--- src/rtl/pipe_share_arbiter_if.sv ---
// Requester/pipeline bundle for pipe_share_arbiter: request side, shared pipeline side, response side.
interface pipe_share_arbiter_if #(
    parameter int NUM_REQ = 4,
    parameter int WIDTH   = 8
);
    logic [NUM_REQ-1:0]       req;
    logic [NUM_REQ*WIDTH-1:0] req_data;
    logic                     flush;
    logic [NUM_REQ-1:0]       gnt;
    logic [WIDTH-1:0]         pipe_in;
    logic                     pipe_in_valid;
    logic [WIDTH-1:0]         pipe_out;
    logic [NUM_REQ-1:0]       resp_valid;
    logic [WIDTH-1:0]         resp_data;

    modport master (
        output req, req_data, flush, pipe_out,
        input  gnt, pipe_in, pipe_in_valid, resp_valid, resp_data
    );

    modport slave (
        input  req, req_data, flush, pipe_out,
        output gnt, pipe_in, pipe_in_valid, resp_valid, resp_data
    );
endinterface

--- src/rtl/pipe_share_arbiter.sv ---
// Round-robin arbiter sharing one fixed-latency external pipeline between NUM_REQ requesters.
// Define PIPE_SHARE_BURST_EN to let a winner keep the pipeline for up to BURST consecutive grants.
module pipe_share_arbiter #(
    parameter int NUM_REQ = 4,
    parameter int WIDTH   = 8,
    parameter int LATENCY = 3,
    parameter int BURST   = 4
) (
    input logic                 clk,
    input logic                 reset_n,
    pipe_share_arbiter_if.slave bus
);
    localparam int PTR_W = $clog2(NUM_REQ);
    typedef logic [PTR_W-1:0] idx_t;

    if (NUM_REQ < 2 || NUM_REQ > 16 || LATENCY < 1 || BURST < 1) begin : g_param_check
        $error("pipe_share_arbiter: parameter out of range");
    end

    // (base + off) mod NUM_REQ for off < NUM_REQ; NUM_REQ need not be a power of two.
    function automatic idx_t wrap_add(idx_t base, int unsigned off);
        int unsigned sum;
        sum = 32'(base) + off;
        if (sum >= 32'(NUM_REQ)) sum -= 32'(NUM_REQ);
        return idx_t'(sum);
    endfunction

    idx_t               ptr;
    idx_t               ptr_nxt;
    logic               rr_hit;
    idx_t               rr_idx;
    logic               grant_any;
    idx_t               grant_idx;
    logic [LATENCY-1:0] stg_valid;
    idx_t               stg_tag [LATENCY];

    always_comb begin
        // NOTE: every signal written here gets a default first, so no path can infer a latch.
        rr_hit = 1'b0;
        rr_idx = '0;
        for (int i = 0; i < NUM_REQ; i++) begin
            if (!rr_hit && bus.req[wrap_add(ptr, i)]) begin
                rr_hit = 1'b1;
                rr_idx = wrap_add(ptr, i);
            end
        end
    end

`ifdef PIPE_SHARE_BURST_EN
    localparam int CNT_W = $clog2(BURST + 1);
    localparam logic [CNT_W-1:0] BURST_MAX = CNT_W'(BURST);

    typedef enum logic {ST_IDLE, ST_BURST} burst_state_t;

    burst_state_t     state, state_nxt;
    idx_t             owner, owner_nxt;
    logic [CNT_W-1:0] count, count_nxt;
    logic             keep;

    always_ff @(posedge clk or negedge reset_n) begin
        if (!reset_n) begin
            state <= ST_IDLE;
            owner <= '0;
            count <= '0;
        end else begin
            state <= state_nxt;
            owner <= owner_nxt;
            count <= count_nxt;
        end
    end

    // Owner keeps the grant while it still requests and has budget; otherwise normal round-robin.
    always_comb begin
        grant_any = 1'b0;
        grant_idx = '0;
        state_nxt = ST_IDLE;
        owner_nxt = owner;
        count_nxt = '0;
        keep      = (state == ST_BURST) && bus.req[owner] && (count < BURST_MAX);
        if (reset_n && !bus.flush) begin
            if (keep) begin
                grant_any = 1'b1;
                grant_idx = owner;
                state_nxt = ST_BURST;
                count_nxt = count + 1'b1;
            end else if (rr_hit) begin
                grant_any = 1'b1;
                grant_idx = rr_idx;
                state_nxt = ST_BURST;
                owner_nxt = rr_idx;
                count_nxt = CNT_W'(1);
            end
        end
    end
`else
    always_comb begin
        grant_any = reset_n && !bus.flush && rr_hit;
        grant_idx = rr_idx;
    end
`endif

    assign ptr_nxt = grant_any ? wrap_add(grant_idx, 1) : ptr;

    always_ff @(posedge clk or negedge reset_n) begin
        if (!reset_n) begin
            ptr       <= '0;
            stg_valid <= '0;
            // NOTE: the tag stages are a short shift register, not a RAM, so they are reset too.
            for (int i = 0; i < LATENCY; i++) stg_tag[i] <= '0;
        end else begin
            ptr          <= ptr_nxt;
            stg_valid[0] <= grant_any;
            stg_tag[0]   <= grant_idx;
            for (int i = 1; i < LATENCY; i++) begin
                stg_valid[i] <= stg_valid[i-1] && !bus.flush;
                stg_tag[i]   <= stg_tag[i-1];
            end
        end
    end

    always_comb begin
        bus.gnt = '0;
        if (grant_any) bus.gnt[grant_idx] = 1'b1;
    end

    assign bus.pipe_in_valid = grant_any;
    assign bus.pipe_in       = grant_any ? bus.req_data[32'(grant_idx)*WIDTH +: WIDTH] : '0;

    // An operation emerging during a flush cycle is discarded along with the rest.
    always_comb begin
        bus.resp_valid = '0;
        if (stg_valid[LATENCY-1] && !bus.flush) bus.resp_valid[stg_tag[LATENCY-1]] = 1'b1;
    end

    assign bus.resp_data = bus.pipe_out;
endmodule

--- src/flat_wrapper.sv ---
// flat-port wrapper written by rule: the top's interface ports become plain ports
module pipe_share_arbiter_flat 
#(
    parameter int NUM_REQ = 4,
    parameter int WIDTH   = 8,
    parameter int LATENCY = 3,
    parameter int BURST   = 4
)
  (clk, reset_n, bus_req, bus_req_data, bus_flush, bus_pipe_out, bus_gnt, bus_pipe_in, bus_pipe_in_valid, bus_resp_valid, bus_resp_data);
  pipe_share_arbiter_if #(.NUM_REQ(NUM_REQ), .WIDTH(WIDTH)) bus_i ();
  input logic clk;
  input logic reset_n;
  input wire logic [$bits(bus_i.req)-1:0] bus_req;
  input wire logic [$bits(bus_i.req_data)-1:0] bus_req_data;
  input wire logic [$bits(bus_i.flush)-1:0] bus_flush;
  input wire logic [$bits(bus_i.pipe_out)-1:0] bus_pipe_out;
  output wire logic [$bits(bus_i.gnt)-1:0] bus_gnt;
  output wire logic [$bits(bus_i.pipe_in)-1:0] bus_pipe_in;
  output wire logic [$bits(bus_i.pipe_in_valid)-1:0] bus_pipe_in_valid;
  output wire logic [$bits(bus_i.resp_valid)-1:0] bus_resp_valid;
  output wire logic [$bits(bus_i.resp_data)-1:0] bus_resp_data;
  assign bus_i.req = bus_req;
  assign bus_i.req_data = bus_req_data;
  assign bus_i.flush = bus_flush;
  assign bus_i.pipe_out = bus_pipe_out;
  assign bus_gnt = bus_i.gnt;
  assign bus_pipe_in = bus_i.pipe_in;
  assign bus_pipe_in_valid = bus_i.pipe_in_valid;
  assign bus_resp_valid = bus_i.resp_valid;
  assign bus_resp_data = bus_i.resp_data;
  pipe_share_arbiter #(.NUM_REQ(NUM_REQ), .WIDTH(WIDTH), .LATENCY(LATENCY), .BURST(BURST)) u_core (.clk(clk), .reset_n(reset_n), .bus(bus_i));
endmodule
--- config.mk ---
export PLATFORM = sky130hd
export DESIGN_NAME = pipe_share_arbiter_flat
export DESIGN_NICKNAME = d
export VERILOG_FILES = /design/src/rtl/pipe_share_arbiter_if.sv /design/src/rtl/pipe_share_arbiter.sv /design/src/flat_wrapper.sv
export SDC_FILE = /design/constraint.sdc
export NUM_CORES = 1
export LEC_CHECK = 0
export ABC_AREA = 0
export CORE_MARGIN = 1
export CORE_UTILIZATION = 25
export CTS_BUF_LIST = sky130_fd_sc_hd__clkbuf_8
export CTS_CLUSTER_SIZE = 24
export DETAILED_ROUTE_END_ITERATION = 7
export PLACE_DENSITY_LB_ADDON = 0.05
export RECOVER_POWER = 50
export SETUP_SLACK_MARGIN = 0.02
export SLEW_MARGIN = 20
export SYNTH_ARGS = -nofsm -noshare
export SYNTH_HDL_FRONTEND = slang
export SYNTH_SLANG_ARGS = --single-unit
--- constraint.sdc ---
create_clock -name clk -period 3.1 [get_ports clk]
set_clock_uncertainty 0.15 [all_clocks]
set_input_delay 0.775 -clock clk [delete_from_list [all_inputs] [get_ports clk]]
set_output_delay 0.775 -clock clk [all_outputs]
set_load 0.005 [all_outputs]
==> ci_impl_report.md, run 1 <==
### Metrics collected by this job

| Metric | Value |
|---|---|
| Dpl ws | -0.578 ns |
| R2R Path Start | u_core.ptr[1]$_DFFE_PN0P_ |
| Synth warnings | 0 |
| Family with the most delay on the worst path | buffers and inverters |
| Inst Count DP | 177 |
| Async SR Flop Fraction | 100% |
| Sw Ratio | 31.1% |
| Worst Hold Path EP | u_core.stg_tag[3]$_DFF_PN0_ |
| Die W | 60.2 µm |
| Sequential area share after synthesis | 32.5% |
| Tool warnings | 30 |
| Unique masters post-synth | 25 |
| Ys flop type | dfrtp_1 |
| Worst-skew pair later-pin latency | 0.23 ns |
| Post-layout min period | 3.03 ns |
| Largest area contributor in the netlist | dfrtp_1 |
| Met1 usage | 16.6% |
| R2R Path End | u_core.ptr[1]$_DFFE_PN0P_ |
| Post-route antenna net violation count | 0 |
| Count of library flops with an enable pin | 0 |
| First-pass GRT wire length | 3720 µm |
| Syn Inst Count | a little under 80 |
| Worst path slowest cell | dlygate4sd2_1 |
| Status | finished, final reports clean |
| CP endpoint kind | primary output |
| Largest net degree at the start of global routing | 12 |
| Top-count cell post-synth | mux2i_1 |
| Init Core Util | 27.0% |
| Wire length per cell | 12.7 µm |
| Vias in the first global route | 846 |
| Final Cycle Share | 97.6% |
| Clock Sink Count | 11 |
| Post-Syn Area | about 850 µm² |
| Startpoint types | primary input |
| Final setup violation count | 0 |
| Crit path DRT | roughly 2.2 ns |
| Leakage dissipation | around 0.78 nW |
| Area growth syn-to-layout | 96.2% |
| Number of fill cells | 321 |
| CTS tree | built |
| Crit path DAT | 2.10 ns |
| Worst Setup Slack, final | 0.0743 ns |
| MaxCap Viol Count | 0 |
| Share of cells above drive strength 1 | 34.9% |
| Biggest area cells | dfrtp_1 33%, mux2i_1 20%, buf_4 7.1% |
| Antenna fix cells | 0 |
| Floorplan Nets | 129 |
| Worst Max-Slew Pin Slew | 0.541 ns |
| Register area | 275 µm² |
| Internal | 0.584 mW |
| DR pass1 iterations | 2 |
| Htree depth | 1 |
| Worst Reg-to-Reg Cells | 6 |
| Root Buffer | clkbuf_8 |
| WL final | 2450 µm |
| Synth top cells by count | 17 x mux2i_1, 11 x dfrtp_1, 8 x buf_4, 8 x o22ai_1 |
| Core area | 3130 µm² |
| M3 GR Usage | 3.46% |
| Yosys cell count | 78 |
| Critical path's most frequent cell | buf_4 |
| Hold Crit Depth | 0 |
-- run 1: layout by cell type, fill, tap and decap left out, drive strengths merged, types with 2 or more instances in the layout --
master and n:
clkdlybuf4s15 3, and2 5, clkbuf 6, dfrtp 11, nor4bb 2, dlygate4sd2 7, buf 30, mux2i 17
nor2b 2, o22ai 8, nand2 3, clkdlybuf4s50 34, ha 4, a21oi 3, inv 4, nor3b 2
-- run 1: routing by layer --
metal,vias to the layer above,share of wire [%]
li1,427,-
met1,385,42
met2,34,51
met3,4,5.8
met4,0,1.2
met5,-,0
-- run 1: sequential cells by signal, summed over array words and instances, names as in the netlist --
register          count
u_core.ptr            2
u_core.stg_valid      3
u_core.stg_tag        6
-- run 1: how the worst max path moves through the flow --
| stage | cells after the start | end | start |
|---|---|---|---|
| floorplan | 7 | bus_gnt[1] | bus_req[0] |
| global placement | 7 | bus_pipe_in[6] | bus_req[1] |
| detailed placement | 7 | bus_pipe_in[4] | bus_req[0] |
| CTS | 10 | bus_pipe_in[4] | bus_req[2] |
| global route | 8 | bus_gnt[3] | bus_req[3] |
| finish | 8 | bus_gnt[3] | bus_req[3] |
-- run 1: cell type report --
type	instances	area share, %
Multi-Input combinational cell	54	32.0
Tap cell	44	3.32
Timing Repair Buffer	77	44.7
Sequential cell	11	16.6
Clock buffer	3	2.49
Inverter	3	0.679
Clock inverter	1	0.226
-- run 1: cell families (layout without fill, tap and decap cells) --
kind of cell	after synthesis	after routing	share of synthesized area (%)
buffers and inverters	13	84	12.1
flip-flops	11	11	32.5
multiplexers	18	18	21.4
AND/OR/NAND/NOR	19	19	18.6
AND-OR/OR-AND	13	13	9.32
adder cells (fa/ha/maj)	4	4	5.92
-- run 1: per-stage QoR --
stage,power [mW],setup TNS (ns),area (µm²)
floorplan,0.422,0,846
global placement,0.559,-6.93,1450
global route,0.910,-0.0251,1660
finish,0.847,0,1660
CTS,0.882,0,1700
detailed placement,0.554,-6.83,1450
-- run 1: worst register-to-register path, delay by kind of cell, from the launching register on --
family / cells / cell delay (ns)
adder cells (fa/ha/maj): 1 / 0.21
buffers and inverters: 1 / 0.17
flip-flops: 1 / 0.47
multiplexers: 2 / 0.42
AND/OR/NAND/NOR: 2 / 0.46
-- run 1: power by group through the flow --
stage	combinational (mW)	sequential, mW	clock (mW)
floorplan	0.219	0.203	0
global placement	0.349	0.210	0
detailed placement	0.344	0.211	0
CTS	0.529	0.214	0.139
global route	0.539	0.222	0.149
finish	0.499	0.215	0.134
-- run 1: repair_timing --
action	4_1_cts	5_1_grt
resized	70	10
setup endpoints to repair	17	11
pin swaps	8	6
buffers inserted	10	0
hold buffers	0	0
gates cloned	3	0
Run 1, selected gate families:
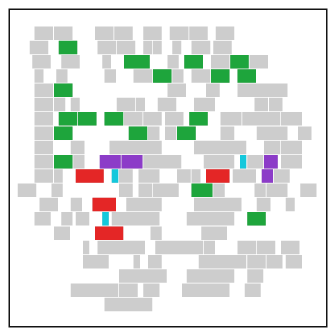
- NAND gates: purple (cells 4; most used nand2_4)
- adder and majority cells: red (cells 4)
- inverters: cyan (cells 3; most used inv_1)
- multiplexers: green (cells 18; most used mux2i_1)

Run 1, routing congestion:
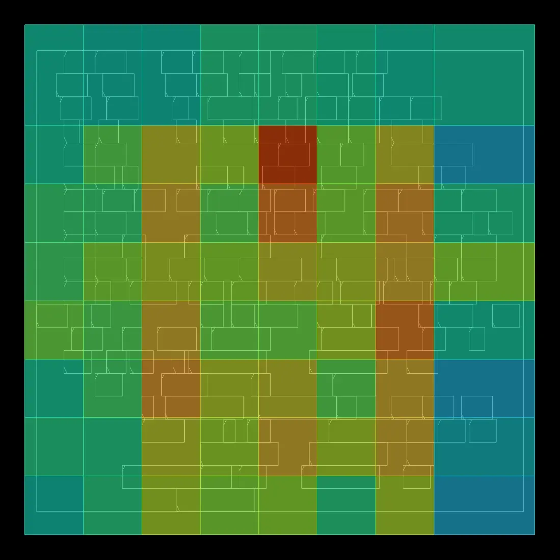
met2 usage: 24.6%
Total GRT Usage: 14.2%
GRT busiest layer: met2
Final Util: 53.0%

Run 1, metal 3:
The bar under the picture is 20 µm long.
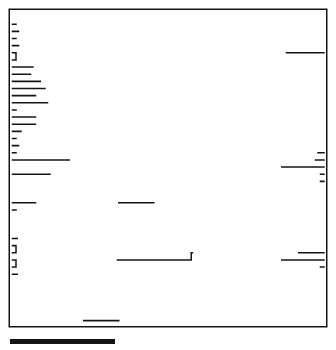
- nets with wire on the layer: 34
- main direction: horizontal
- share of all routed wire: 5.8%
- wire length on this layer: 142 µm
- longest straight run: 14.0 µm

Run 1, metal 2:
Cells faint in the background.
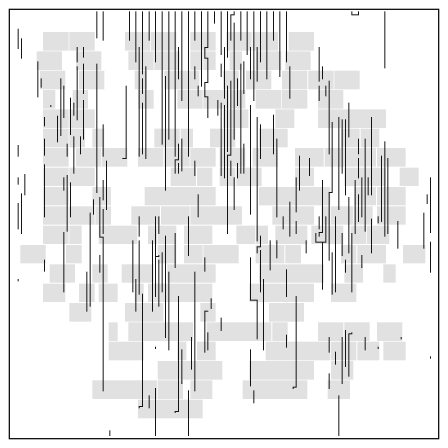

--- run 2 (diff from run 1) ---
--- a/config.mk
+++ b/config.mk
@@ -11,6 +11,7 @@
 export CTS_BUF_LIST = sky130_fd_sc_hd__clkbuf_8
 export CTS_CLUSTER_SIZE = 24
 export DETAILED_ROUTE_END_ITERATION = 7
+export MAX_ROUTING_LAYER = met4
 export PLACE_DENSITY_LB_ADDON = 0.05
 export RECOVER_POWER = 50
 export SETUP_SLACK_MARGIN = 0.02
Run 2, metal 2:
Cells faint in the background.
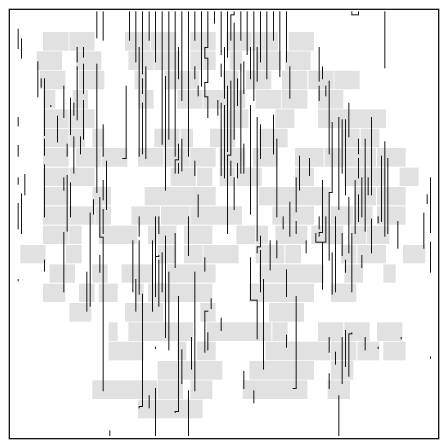
- longest straight run: 21.6 µm
- wire length on this layer: 1260 µm
- nets with wire on the layer: 166
- main direction: vertical
- share of all routed wire: 51%
DR vias: 850
WL final: 2450 µm

==> run 2 against run 1 <==
Net effect:
- first-iteration DRC count did not move
- worst setup slack barely moved
- clock power barely moved
- flip-flop count did not move
- fmax did not move
- hold slack barely moved
- register-to-register slack barely moved
==> ci_impl_report.md, run 2 <==
### Metrics collected by this job

| Metric | Value |
|---|---|
| Core area | 3130 µm² (unchanged) |
| Synth warnings | 0 (unchanged) |
| Combinational power share | 58.8% (was 58.9%) |
| Max FFs per register | 6 (unchanged) |
| Largest stage delay, worst path | 0.26 ns (about the same) |
| Reg2reg setup slack | 1.12 ns (about the same) |
| Crit path DAT | 2.10 ns (about the same) |
| Ys flop type | dfrtp_1 (unchanged) |
| Fin. Hold Viols | 0 (unchanged) |
| DR iter-0 viols | 25 (unchanged) |
| Final nets | 201 (unchanged) |
| Largest area contributor in the netlist | dfrtp_1 (unchanged) |
| Worst-skew pair later-pin latency | 0.23 ns (about the same) |
| Unique masters post-synth | 25 (unchanged) |
| CTS Buffer Depth | 2 (unchanged) |
| Tool warnings | 30 (unchanged) |
| Worst Max-Slew Pin Slew | 0.541 ns (about the same) |
| Crit Path Max Fanout | 4 (unchanged) |
| First-pass GRT wire length | 3720 µm (unchanged) |
| Clk network pwr share | 15.8% (about the same) |
| Yosys cell count | 78 (unchanged) |
| Max VDD drop | 211 µV (about the same) |
| Worst Path Buf+Inv | 5 (unchanged) |
| Worst path slowest cell | dlygate4sd2_1 (unchanged) |
| Cts hold-fix bufs | 0 (unchanged) |
| Max Clock Freq | 0.331 GHz (unchanged) |
| DP HPWL | 1750 µm (unchanged) |
| Post-Syn Area | 846 µm² (unchanged) |
| Antenna fix cells | 0 (unchanged) |
| Critical path class | primary input to primary output (unchanged) |
| Die W | 60.2 µm (unchanged) |
| Vias in the first global route | 846 (unchanged) |
| Sequential area share after synthesis | 32.5% (unchanged) |
| Post-layout min period | 3.03 ns (about the same) |
| Wire length per cell | 12.7 µm (about the same) |
| Family with the most delay on the worst path | buffers and inverters (unchanged) |
| Final setup violation count | 0 (unchanged) |
| Async SR Flop Fraction | 100% (unchanged) |
| Final instance area | 1660 µm² (unchanged) |
| Area leader share | 32.5% (unchanged) |
| Startpoint types | primary input (unchanged) |
| Vias per cell | 4.40 (unchanged) |
| Top-count cell post-synth | mux2i_1 (unchanged) |
| Share of cells above drive strength 1 | 34.9% (unchanged) |
| Most flop-heavy register | u_core.stg_tag (unchanged) |
| Net Switching | 0.264 mW (about the same) |
| Regs by FF count | u_core.stg_tag (6), u_core.stg_valid (3), u_core.ptr (2) (unchanged) |
| Avg Cell Area, Syn | 10.8 µm² (unchanged) |
| Hold Path Class | flop to flop (unchanged) |
| Count of library flops with an enable pin | 0 (unchanged) |
| Clock Sink Count | 11 (unchanged) |
| MaxCap Viol Count | 0 (unchanged) |
| WHS | 0.195 ns (about the same) |
| Worst-path cell chain | clkdlybuf4s15_2, nor4_1, buf_4, nor3b_4, buf_6, buf_4, and2_1, dlygate4sd2_1 (unchanged) |
| Root Buffer | clkbuf_8 (unchanged) |
| Critical path's most frequent cell | buf_4 (unchanged) |
| Worst Setup Slack, final | 0.0743 ns (about the same) |
| XOR Share, Synth | 0% (unchanged) |
| Total GRT Usage | 14.6% (was 14.2%) |
| Post-route antenna net violation count | 0 (unchanged) |
| Cell Pwr Density | 511 nW/µm² (about the same) |
| Synthesized flop and latch total | 11 (unchanged) |
| Crit path DRT | 2.17 ns (about the same) |
| Number of fill cells | 321 (unchanged) |
| Worst-path clk slew | 0.04 ns (about the same) |
| Status | finished, final reports clean (unchanged) |
| Most frequent cells in the layout | 34 x clkdlybuf4s50_1, 16 x mux2i_1, 13 x buf_4 (unchanged) |
| Leakage dissipation | 0.781 nW (unchanged) |
| Biggest area cells | dfrtp_1 33%, mux2i_1 20%, buf_4 7.1% (unchanged) |
| YS chip area | 846 µm² (unchanged) |
| Final Cycle Share | 97.6% (about the same) |
| Syn Inst Count | 78 (unchanged) |
| Dominant logic cell type in the layout | clkdlybuf4s50_1 (unchanged) |
| Dpl ws | -0.578 ns (unchanged) |
| Simple-gate share of the synthesized area | 18.6% (unchanged) |
| FP Rows | 20 (unchanged) |
| GP Congestion | 0.643 (was 0.638) |
| Area growth syn-to-layout | 96.2% (unchanged) |
| Sw Ratio | 31.1% (about the same) |
| Htree depth | 1 (unchanged) |
| Detailed-route DRC error count | 0 (unchanged) |
| I/O Pins | 72 (unchanged) |
| Gr ovfl total | 0 (unchanged) |
| IO Port Bufs | 55 (unchanged) |
| Synth top cells by count | 17 x mux2i_1, 11 x dfrtp_1, 8 x buf_4, 8 x o22ai_1 (unchanged) |
| Mux frac, synth | 21.4% (unchanged) |
| Largest net degree at the start of global routing | 12 (unchanged) |
| Adder Area Share | 5.92% (unchanged) |
| Initial antenna violation count | 0 (unchanged) |
| Internal | 0.584 mW (about the same) |
| Max-slew headroom | 63.9% (about the same) |
| Final Max Slew Viols | 0 (unchanged) |
| Die height | 60.2 µm (unchanged) |
| Largest logic family | multiplexers (unchanged) |
| CTS tree | built (unchanged) |
| CTS buffer count | 3 (unchanged) |
| RSZ-0062 raised after global routing | yes (unchanged) |
| Area post-placement | 1450 µm² (unchanged) |
| Die ar. | 3620 µm² (unchanged) |
| Yosys aoi share | 9.32% (unchanged) |
| CP endpoint kind | primary output (unchanged) |
| Sequential share of power | 25.4% (about the same) |
| Init Core Util | 27.0% (unchanged) |
| DR pass1 iterations | 2 (unchanged) |
| Floorplan Nets | 129 (unchanged) |
| Final Util | 53.0% (unchanged) |
Run 2, sequential cells grouped by signal name:
Other cells in grey.
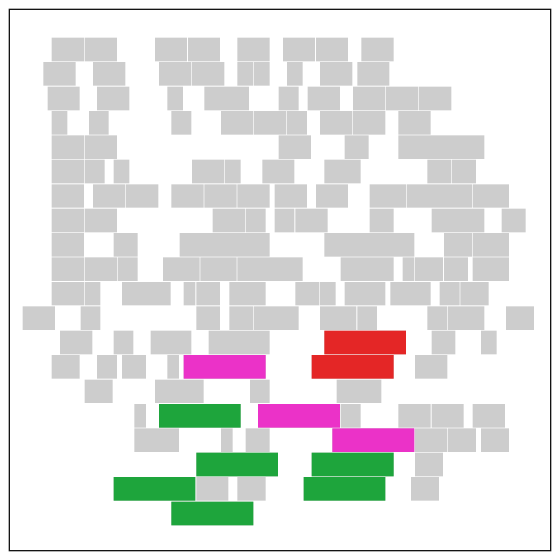
- `u_core.stg_tag`: green (placed flops 6)
- `u_core.stg_valid`: magenta (placed flops 3)
- `u_core.ptr`: red (placed flops 2)
Power Sequential: 0.215 mW
register area: 275 µm²
flop share of the area: 16.6%

-- run 2: layer usage --
layer  part of all wire [%]  up-vias  GRT usage, %
li1                       -      427             -
met1                     42      385          16.7
met2                     51       34          24.6
met3                    5.5        4          3.25
met4                    1.2        0          5.32
met5                      0        -             -
-- run 2: area by class of cell --
cell class	count	area (µm²)	share of cell area, %
inverters	3	11.3	0.679
clock inverters	1	3.75	0.226
clock buffers	3	41.3	2.49
flip-flops and latches	11	275	16.6
well taps	44	55.1	3.32
repair buffers	77	742	44.7
multi-input cells	54	531	32.0
-- run 2: timing repair --
action / 4_1_cts / 5_1_grt
setup endpoints to repair: 17 / 11
cloned: 3 / 0
gates resized: 70 / 10
buffers inserted: 10 / 0
pin swaps: 8 / 6
-- run 2: logic make-up (layout without fill, tap and decap cells) --
family	count (synthesis)	in the layout
simple gates	19	19
buf+inv	13	84
compound gates	13	13
flops	11	11
mux	18	18
fa+ha+maj	4	4
-- run 2: worst paths after layout --
path / from / endpoint / cells after the start
min in group asynchronous: reset_n / u_core.stg_valid[1]$_DFF_PN0_ / 2
worst max-delay path: bus_req[3] / bus_gnt[3] / 8
worst max register to register: u_core.ptr[1]$_DFFE_PN0P_ / u_core.ptr[1]$_DFFE_PN0P_ / 6
worst min register to register: u_core.stg_tag[5]$_DFF_PN0_ / u_core.stg_tag[3]$_DFF_PN0_ / 0
worst min-delay path: u_core.stg_tag[5]$_DFF_PN0_ / u_core.stg_tag[3]$_DFF_PN0_ / 0
max in group asynchronous: reset_n / u_core.ptr[0]$_DFFE_PN0P_ / 2
-- run 2: power groups by stage --
| stage | Clock, mW | Sequential [mW] | Combinational, mW |
|---|---|---|---|
| floorplan | 0 | 0.203 | 0.219 |
| global placement | 0 | 0.210 | 0.349 |
| detailed placement | 0 | 0.211 | 0.344 |
| CTS | 0.139 | 0.214 | 0.529 |
| global route | 0.149 | 0.222 | 0.539 |
| finish | 0.134 | 0.215 | 0.499 |
-- run 2: metrics by stage --
step	setup TNS (ns)	total power [mW]	instances
6_report	0	0.847	193
5_1_grt	-0.0251	0.910	193
4_1_cts	0	0.882	194
3_5_place_dp	-6.83	0.554	177
3_3_place_gp	-6.93	0.559	177
2_1_floorplan	0	0.422	78
No activity file was given, so power comes from the tool's default toggle rates.
